File: config.mk
export PLATFORM = sky130hd
export DESIGN_NAME = alu_operand_sequencer
export DESIGN_NICKNAME = d
export VERILOG_FILES = /design/src/rtl/alu_operand_sequencer.sv
export SDC_FILE = /design/constraint.sdc
export NUM_CORES = 1
export LEC_CHECK = 0
export CAP_MARGIN = 20
export CORE_ASPECT_RATIO = 1.5
export CORE_MARGIN = 1.5
export CORE_UTILIZATION = 38
export CTS_CLUSTER_SIZE = 12
export DETAILED_ROUTE_END_ITERATION = 8
export PLACE_DENSITY = 0.64
export SYNTH_ARGS = -nofsm -noshare
export SYNTH_HDL_FRONTEND = slang
export SYNTH_SLANG_ARGS = --single-unit
File: constraint.sdc
create_clock -name clk -period 3.4 [get_ports clk]
set_input_delay 0.68 -clock clk [delete_from_list [all_inputs] [get_ports clk]]
set_output_delay 0.68 -clock clk [all_outputs]
set_load 0.02 [all_outputs]
File: src/rtl/alu_operand_sequencer.sv
// alu_operand_sequencer: debounced capture of operands/operation and registration of the add/sub result with flags
module alu_operand_sequencer #(
  parameter int SYNC_STAGES     = 2,
  parameter int DEBOUNCE_CYCLES = 16
) (
  input  logic       clk,
  input  logic       rst,
  input  logic [3:0] sw_data,
  input  logic       sw_op,
  input  logic       btn_enter,
  input  logic       btn_clear,
  input  logic [3:0] aplusb,
  input  logic [3:0] aminusb,
  output logic [3:0] a_val,
  output logic [3:0] b_val,
  output logic [3:0] result,
  output logic       result_valid,
  output logic       flag_zero,
  output logic       flag_neg,
  output logic       flag_ovf,
  output logic [1:0] state_led
);
  typedef enum logic [1:0] {WAIT_A = 2'b00, WAIT_B = 2'b01, CALC = 2'b10, SHOW = 2'b11} state_t;
  localparam int CW = $clog2(DEBOUNCE_CYCLES + 1);
  state_t state_q;
  logic [1:0][SYNC_STAGES-1:0] sync_q;
  logic [1:0][CW-1:0] cnt_q, cnt_d;
  logic [1:0] lvl_q, lvl_d, rise_q, mis;
  logic [3:0] a_q, b_q, res_q, sel;
  logic op_q, valid_q, zero_q, neg_q, ovf_q, ovf_c, enter_p, clear_p;
  // index 0 is ENTER, index 1 is CLEAR; a level flips on the DEBOUNCE_CYCLES-th consecutive mismatch
  always_comb begin
    for (int i = 0; i < 2; i++) begin
      mis[i] = sync_q[i][SYNC_STAGES-1] != lvl_q[i];
      cnt_d[i] = (mis[i] && cnt_q[i] != CW'(DEBOUNCE_CYCLES - 1)) ? cnt_q[i] + 1'b1 : '0;
      lvl_d[i] = (mis[i] && cnt_q[i] == CW'(DEBOUNCE_CYCLES - 1)) ? ~lvl_q[i] : lvl_q[i];
    end
  end
  assign enter_p = rise_q[0];
  assign clear_p = rise_q[1];
  assign sel     = op_q ? aminusb : aplusb;
  assign ovf_c   = (op_q ? (a_q[3] != b_q[3]) : (a_q[3] == b_q[3])) & (sel[3] != a_q[3]);
  always_ff @(posedge clk or posedge rst) begin
    if (rst) begin
      sync_q <= '0;
      cnt_q  <= '0;
      lvl_q  <= '0;
      rise_q <= '0;
    end else begin
      sync_q <= {sync_q[1][SYNC_STAGES-2:0], btn_clear, sync_q[0][SYNC_STAGES-2:0], btn_enter};
      cnt_q  <= cnt_d;
      lvl_q  <= lvl_d;
      rise_q <= lvl_d & ~lvl_q;
    end
  end
  always_ff @(posedge clk or posedge rst) begin
    if (rst) begin
      state_q <= WAIT_A;
      a_q     <= '0;
      b_q     <= '0;
      res_q   <= '0;
      op_q    <= 1'b0;
      valid_q <= 1'b0;
      zero_q  <= 1'b0;
      neg_q   <= 1'b0;
      ovf_q   <= 1'b0;
    end else begin
      valid_q <= 1'b0;
      if (clear_p) begin
        a_q     <= '0;
        b_q     <= '0;
        res_q   <= '0;
        zero_q  <= 1'b0;
        neg_q   <= 1'b0;
        ovf_q   <= 1'b0;
        state_q <= WAIT_A;
      end else begin
        case (state_q)
          WAIT_A: if (enter_p) begin
            a_q     <= sw_data;
            state_q <= WAIT_B;
          end
          WAIT_B: if (enter_p) begin
            b_q     <= sw_data;
            op_q    <= sw_op;
            state_q <= CALC;
          end
          CALC: begin
            res_q   <= sel;
            zero_q  <= sel == 4'd0;
            neg_q   <= sel[3];
            ovf_q   <= ovf_c;
            valid_q <= 1'b1;
            state_q <= SHOW;
          end
          default: if (enter_p) state_q <= WAIT_A;
        endcase
      end
    end
  end
  assign a_val        = a_q;
  assign b_val        = b_q;
  assign result       = res_q;
  assign result_valid = valid_q;
  assign flag_zero    = zero_q;
  assign flag_neg     = neg_q;
  assign flag_ovf     = ovf_q;
  assign state_led    = state_q;
endmodule

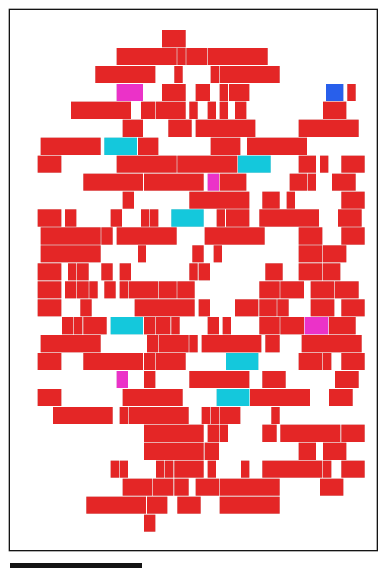
(sizing map)
Bar = 20 um.
| color | size | cells | share | most used |
|---|---|---|---|---|
| red | drive 1 or less | 171 | 94% | dfrtp_1 |
| cyan | drive 6 and up | 6 | 3.3% | clkbuf_8 |
| blue | drive 3 to 4 | 1 | 0.55% | buf_4 |
| magenta | drive 2 | 4 | 2.2% | clkinv_2 |

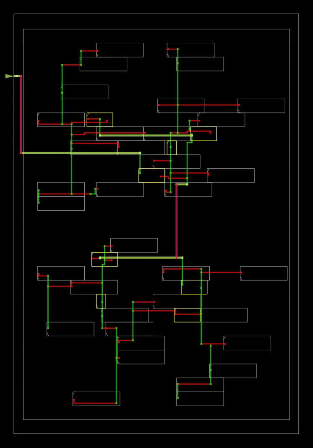
(clock nets)
TritonCTS Buffers: 5
Clock Sink Count: 36
power of the clock network: 0.000308 W
count of flip-flops and latches: 36
worst clock skew on the final layout: 4.18 ps

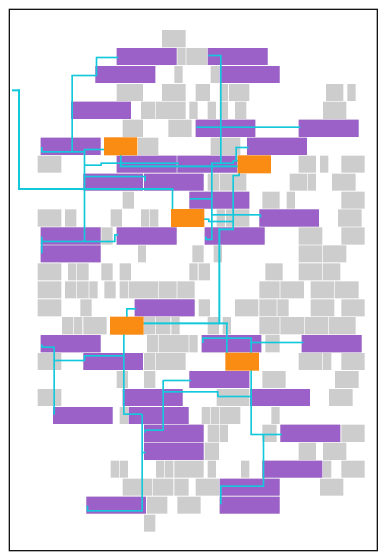
(clock distribution)
[purple] flip-flops | count: 36
[orange] cells driving clock nets | count: 5
[cyan] clock wires | length: 431 um
routed clock nets: 6
Clk pwr share: 0.386
Clock Latency Late Sink: 280 ps

==> flow_summary.rst <==
Implementation results
======================

.. list-table::
   :header-rows: 1

   * - Metric
     - Value
   * - CTS max path bufs
     - 2
   * - Fraction of layout cells with a size suffix above 1
     - 0.0604
   * - Worst Setup Path Type
     - flip-flop to output port
   * - MI comb area
     - 611 um^2
   * - Maximum vdd drop
     - 0.000363 V
   * - Clock network share of area
     - 0.0454
   * - Chip area
     - 4550 um^2
   * - Count of cells along the worst hold path
     - 0
   * - FFs w/ async S/R, synth
     - 1.00
   * - Height of the chip
     - 81.9 um
   * - Post-synth area hogs
     - sky130_fd_sc_hd__dfrtp_1 57%, sky130_fd_sc_hd__ha_1 5.6%, sky130_fd_sc_hd__nor2_1 4.3%, sky130_fd_sc_hd__nand3_1 3.5%, sky130_fd_sc_hd__a21oi_1 2.9%
   * - Kind of end point of the critical path
     - output port
   * - Time the worst path needs with I/O delays and setup
     - 2020 ps
   * - Worst slack, placed
     - 1310 ps
   * - Most frequently used flop master after synthesis
     - sky130_fd_sc_hd__dfrtp_1
   * - Vias in the first global route
     - 1203
   * - Storage cell area
     - 901 um^2
   * - Slack of the worst reg-to-reg path
     - 1650 ps
   * - Global-route wire length before repair
     - 5400 um
   * - Clock tree from TritonCTS
     - yes
   * - Placer Congestion
     - 0.821
   * - DIE WIDTH
     - 55.6 um
   * - Internal
     - 0.000624 W
   * - Filler Cells Inserted
     - 369
   * - Final std cell area, no fill
     - 2040 um^2
   * - Max-capacitance violation count
     - 0
   * - # IOs
     - 35
   * - Cell Count, Final, Fillers Out
     - 227
   * - Final Total Pwr
     - 0.000797 W
   * - Peak fanout along the critical path
     - 5
   * - Most common logic cells in the final layout
     - 36 x sky130_fd_sc_hd__dfrtp_1, 34 x sky130_fd_sc_hd__clkdlybuf4s50_1, 18 x sky130_fd_sc_hd__nor2_1
   * - Combinational fraction of the cell area
     - 0.300
   * - Number of cells produced by synthesis
     - 145
   * - Most numerous cell in the Yosys netlist
     - sky130_fd_sc_hd__dfrtp_1
   * - Sequential-cell power consumption
     - 0.000442 W
   * - Final Slew Violations
     - 0
   * - Count of inserted antenna diode cells
     - 0
   * - List of cells traversed by the critical path
     - clkdlybuf4s50_1
   * - Slew HR
     - 0.591
   * - Sw Pwr
     - 0.000174 W
   * - Yosys cell count
     - 145
   * - Number of logic gates
     - 95
   * - Wirelength per Cell
     - 13.8 um
   * - Max Clk Rate
     - 0.495 GHz
   * - Remaining antenna violation count after routing
     - 0
   * - Status
     - complete, no violations
   * - Worst reg2reg path startpoint
     - state_led[0]
==> state kept, by name, summed over array words and instances (netlist names) <==
| register | flops |
|---|---|
| op_q | 1 |
| flag_zero | 1 |
| cnt_q | 10 |
| flag_ovf | 1 |
| lvl_q | 2 |
| rise_q | 2 |
| sync_q | 4 |
| result | 4 |
| result_valid | 1 |
| state_led | 2 |
| a_val | 4 |
| b_val | 4 |
==> metal layers <==
| metal | wire (um) | vias up | GRT usage |
|---|---|---|---|
| li1 | - | 558 | - |
| met1 | 1310 | 571 | 0.171 |
| met2 | 1600 | 35 | 0.279 |
| met3 | 187 | 4 | 0.0504 |
| met4 | 29 | 0 | 0.0512 |
| met5 | 0 | - | 0 |
Power is estimated from default activity; no workload was simulated.
